`config.mk`:
```
export PLATFORM = sky130hd
export DESIGN_NAME = rle_symbol_packer
export DESIGN_NICKNAME = d
export VERILOG_FILES = /design/src/rtl/rle_symbol_packer.sv
export SDC_FILE = /design/constraint.sdc
export NUM_CORES = 1
export LEC_CHECK = 0
export ABC_AREA = 1
export CORE_MARGIN = 10
export CORE_UTILIZATION = 40
export CTS_BUF_LIST = sky130_fd_sc_hd__clkbuf_16
export CTS_CLUSTER_SIZE = 30
export DETAILED_ROUTE_END_ITERATION = 10
export PLACE_DENSITY_LB_ADDON = 0.2
export SYNTH_ARGS = -nofsm -noshare
export SYNTH_HDL_FRONTEND = slang
export SYNTH_SLANG_ARGS = --single-unit
```
`constraint.sdc`:
```
create_clock -name clk -period 3.2 [get_ports clk]
set_input_delay 0.96 -clock clk [delete_from_list [all_inputs] [get_ports clk]]
set_output_delay 0.96 -clock clk [all_outputs]
set_load 0.05 [all_outputs]
```
`src/rtl/rle_symbol_packer.sv`:
```
// Serialises one 8-lane run-length row into JPEG AC symbols: (run,value), ZRL or EOB.
// It emits one symbol per handshake and holds off upstream until the row has drained.
module rle_symbol_packer #(
   parameter int COEF_W = 8,
   parameter int RUN_W  = 6
) (
   input  logic                  clk,
   input  logic                  rst_n,
   input  logic                  row_valid,
   output logic                  row_ready,
   input  logic [8*COEF_W-1:0]   row_coef,
   input  logic [7:0]            row_en,
   input  logic [8*RUN_W-1:0]    row_run,
   input  logic                  row_last,
   output logic                  sym_valid,
   input  logic                  sym_ready,
   output logic [1:0]            sym_type,
   output logic [3:0]            sym_run,
   output logic [COEF_W-1:0]     sym_val,
   output logic                  sym_last
);

   localparam logic [1:0] S_IDLE = 2'd0;
   localparam logic [1:0] S_EMIT = 2'd1;
   localparam logic [1:0] S_EOB  = 2'd2;

   localparam int ZW = RUN_W - 4;

   logic [1:0]                  state;
   logic                        init_q;
   logic [7:0]                  mask_q;
   logic                        last_q;
   logic [ZW-1:0]               zrl_q;
   logic [7:0][COEF_W-1:0]      coef_q;
   logic [7:0][RUN_W-1:0]       run_q;

   // Internal index 0 is lane1, which arrives in the input MSBs
   logic [7:0]                  in_en;
   logic [7:0][COEF_W-1:0]      in_coef;
   logic [7:0][RUN_W-1:0]       in_run;
   logic [2:0]                  in_first;
   logic [2:0]                  cur;
   logic [2:0]                  nxt;
   logic [7:0]                  rest;
   logic                        accept;
   logic                        is_zrl;

   always_comb begin
      in_en    = '0;
      in_coef  = '0;
      in_run   = '0;
      in_first = '0;
      for (int i = 0; i < 8; i++) begin
         in_en[i]   = row_en[7-i];
         in_coef[i] = row_coef[(8-i)*COEF_W-1 -: COEF_W];
         in_run[i]  = row_run[(8-i)*RUN_W-1 -: RUN_W];
      end
      for (int i = 7; i >= 0; i--)
         if (in_en[i]) in_first = 3'(i);
   end

   // Lowest-numbered pending lane, and the one after it once cur is consumed
   always_comb begin
      cur = '0;
      nxt = '0;
      for (int i = 7; i >= 0; i--)
         if (mask_q[i]) cur = 3'(i);
      rest = mask_q & ~(8'b1 << cur);
      for (int i = 7; i >= 0; i--)
         if (rest[i]) nxt = 3'(i);
   end

   assign row_ready = init_q && (state == S_IDLE);
   assign accept    = row_valid && row_ready;
   assign is_zrl    = (zrl_q != '0);
   assign sym_valid = (state != S_IDLE);

   always_comb begin
      sym_type = 2'd0;
      sym_run  = 4'd0;
      sym_val  = '0;
      sym_last = 1'b0;
      if (state == S_EMIT) begin
         if (is_zrl) begin
            sym_type = 2'd1;
            sym_run  = 4'hF;
         end else begin
            sym_run  = run_q[cur][3:0];
            sym_val  = coef_q[cur];
            sym_last = last_q && (rest == '0) && (cur == 3'd7);
         end
      end else if (state == S_EOB) begin
         sym_type = 2'd2;
         sym_last = 1'b1;
      end
   end

   always_ff @(posedge clk or negedge rst_n) begin
      if (!rst_n) begin
         state  <= S_IDLE;
         init_q <= 1'b0;
         mask_q <= '0;
         last_q <= 1'b0;
         zrl_q  <= '0;
         coef_q <= '0;
         run_q  <= '0;
      end else begin
         init_q <= 1'b1;
         case (state)
            S_IDLE: if (accept) begin
               coef_q <= in_coef;
               run_q  <= in_run;
               mask_q <= in_en;
               last_q <= row_last;
               zrl_q  <= in_run[in_first][RUN_W-1:4];
               if (in_en != '0)   state <= S_EMIT;
               else if (row_last) state <= S_EOB;
            end
            S_EMIT: if (sym_ready) begin
               if (is_zrl) begin
                  zrl_q <= zrl_q - 1'b1;
               end else begin
                  mask_q[cur] <= 1'b0;
                  zrl_q       <= run_q[nxt][RUN_W-1:4];
                  // A row whose final coef is lane8 ends in that coef, otherwise EOB
                  if (rest == '0)
                     state <= (last_q && cur != 3'd7) ? S_EOB : S_IDLE;
               end
            end
            S_EOB: if (sym_ready) state <= S_IDLE;
            default: state <= S_IDLE;
         endcase
      end
   end

endmodule

```
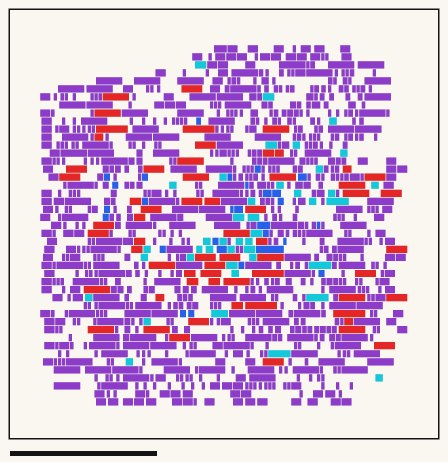
sizes.png
The bar under the picture is 50 um long.
[red] _6 and larger | cells: 61 | most used: buf_12
[blue] _2 cells | cells: 28 | most used: nor2_2
[purple] _0 and _1 cells | cells: 870 | most used: nand2_1
[cyan] _3 and _4 cells | cells: 41 | most used: buf_4

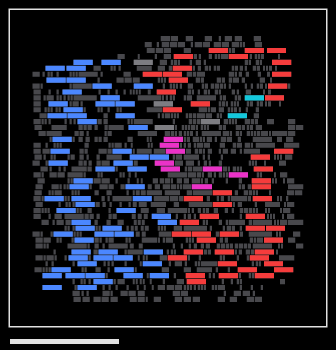
flops_by_reg.png
The bar under the picture is 50 um long. Other sequential cells in the stronger gray, the rest of the logic in the fainter gray.
[blue] coef_q | placed flops: 64
[cyan] zrl_q | placed flops: 2
[magenta] mask_q | placed flops: 8 | where: middle
[red] run_q | placed flops: 48
not colored: 4

==> reports/metrics.yaml <==
fin_ws_ps: -99.86
ys_seq_share_pct: 50.38
ys_cells: 832
yosysUniqueCellTypes: 37
p_sw_mw: 4.437
hpwl_um: 13930
antenna_left: 0
drt-wirelength-per-cell_um: 16.55
fp.dieH_um: 145.1
postSynthNetCount: 957
clockBufferDepth: 2
regToRegStartpoint: "mask_q[7]"
fin_hold_ws_ps: 476.8
initCoreUtil_pct: 41.02
cts_tree: "built"
hold_viol: 0
cts_resized: 39
slew-limit-headroom_pct: 65.96
numPortBuffers: 141
fin_crit_ps: 3300
mostFrequentLayoutCells: "nand2_1 (376), dfrtp_1 (125), clkdlybuf4s50_1 (125)"
grt_pass1_vias: 6267
fin_cells: 1211
dr_total_vias: 6068
drive_gt1_share_pct: 13.00
dp_slack_ps: 167.0
setup_violations: 12
slew_violations: 0
crit_slowest_cell: "dfrtp_1"
grt_pass1_wl_um: 32560
cp-endpoint: "sym_val[6]"
p_int_mw: 5.885
final_area_um2: 9120
critical_path_class: "flip-flop to primary output"
reg2reg_depth: 16
antenna_found_initial: 0
fin_nets: 1112
violations: "negative setup slack"
hp-start: "coef_q[42]"
cts_setup_buffers: 7
fin_setup_tns_ps: -682.6
power.share.clock_pct: 20.9
core_area_um2: 15260
drtIter0Drc: 451
cpPeakStageDelay_ps: 390
area_growth_pct: 45.72
worstSetupStartpoint: "mask_q[7]"
end_kind: "primary output"
ys_ff: 126
grt.total_usage_pct: 18.92
ios: 142
syn_avg_cell_area_um2: 7.522
root_buffer: "clkbuf_16"
top_power_group: "combinational logic"
worstMarginPinSlew_ps: 509.8
critPathTopFamily: "buffers and inverters"
grt_setup_unrepaired: "true"
row_count: 45
outcome: "finished, violations left"
routed_via_density: 5.011
post-place-cells: 1170
switching_share_pct: 42.99
p_comb_mw: 5.24
required_ps: 2240
crit_chain: "inv_1, nand2_1, nand2_2, a21oi_4, buf_4, nand2_2, buf_4, o22ai_1, o21ai_0, nand2_1, nor2_2, buf_12"
holdBufCountCts: 0
fp.dieW_um: 145.1
min_to: "coef_q[42]"
die_area_um2: 21050
period_used_pct: 103.1
remaining_drc_errors: 0
crit_cells: 12
arrival_ps: 2340
h-tree-depth: 4
crit_buf_inv: 4
powerDensity_nw_per_um2: 1132
clock_latency_ps: 420
ys_area_um2: 6259
hold_class: "flip-flop to flip-flop"
cp_max_fo: 5
firstDrtPassIters: 5
holdPathStages: 2
stage_log_warnings: 32
syn_inst: 832
placed_cell_area_um2: 8185
grt_max_degree: 115
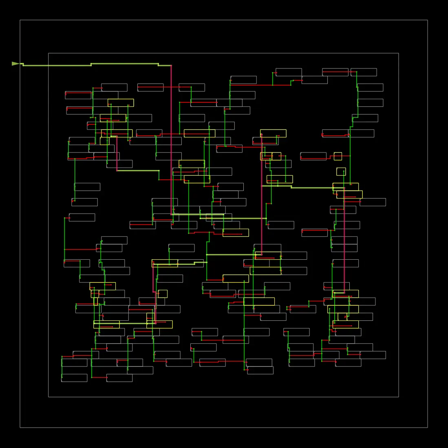
clocks.png
CTS Buf Count: 17
seq_cells: 126
Clock Skews: 7.422 ps
P_clk: 2.16 mW

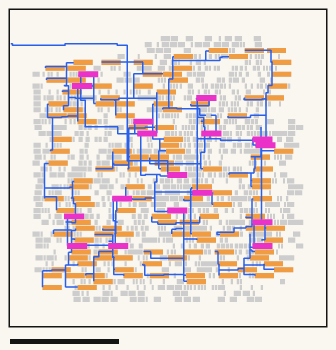
clk_routes.png
The bar under the picture is 50 um long.
[magenta] clock drivers | count: 17
[orange] flip-flops | count: 126
[blue] clock wires | length: 1,690 um
routed clock nets: 18
flops lie: widely spread

## logic make-up after synthesis
kind of cell,synth area share [%]
AOI/OAI and AO/OA,10.74
other,0.05992
and+or+nand+nor,33.21
DFF,50.38
buffers and inverters,5.618
## routing by layer
| layer | vias to the layer above | share of wire (%) | global-route usage, % |
|---|---|---|---|
| met4 | 0 | 1.5 | 6.522 |
| met3 | 19 | 6.6 | 5.371 |
| met5 | - | 0 | 0 |
| met1 | 2846 | 44 | 24.36 |
| met2 | 197 | 48 | 29.84 |
| li1 | 3006 | - | - |
## area by class of cell
| type | instances | area (um2) |
|---|---|---|
| fill | 1414 | 6138 |
| sequential | 126 | 3154 |
| multi-input combinational | 619 | 2950 |
| timing repair buffer | 176 | 1902 |
| clock buffer | 17 | 425.4 |
| tap | 211 | 264.0 |
| clock inverter | 15 | 231.5 |
| inverter | 47 | 192.7 |
## Yosys cell counts, drive strengths merged
library cell,number,share of area [%]
conb,1,0.060
or2,2,0.20
o21bai,1,0.12
nor3,4,0.32
nand4,9,1.0
clkbuf,31,1.9
o211ai,5,0.60
o31ai,2,0.24
o21ai,49,4.0
buf,10,0.94
o22ai,37,3.7
nand2,391,24
o221ai,1,0.14
dfrtp,126,50
a21oi,14,1.4
inv,44,2.6
nor4,1,0.10
o41ai,1,0.14
clkinv,3,0.18
nor2,29,2.0
a31oi,4,0.40
nand3,62,5.0
nand3b,5,0.60
## sequential cells by signal (all words and copies together), names as in the netlist
name,flops
coef_q,64
init_q,1
last_q,1
mask_q,8
run_q,48
state,2
zrl_q,2
## through the flow
step | power, mW | util [%]
after detailed placement | 7.518 | 53.64
final | 10.32 | 59.77
after global routing | 11.03 | 59.77
after floorplan | 5.844 | -
after CTS | 10.11 | 59.14
after global placement | 7.449 | 53.64
Power figures rest on the tool's default switching activity, not on a simulated workload.
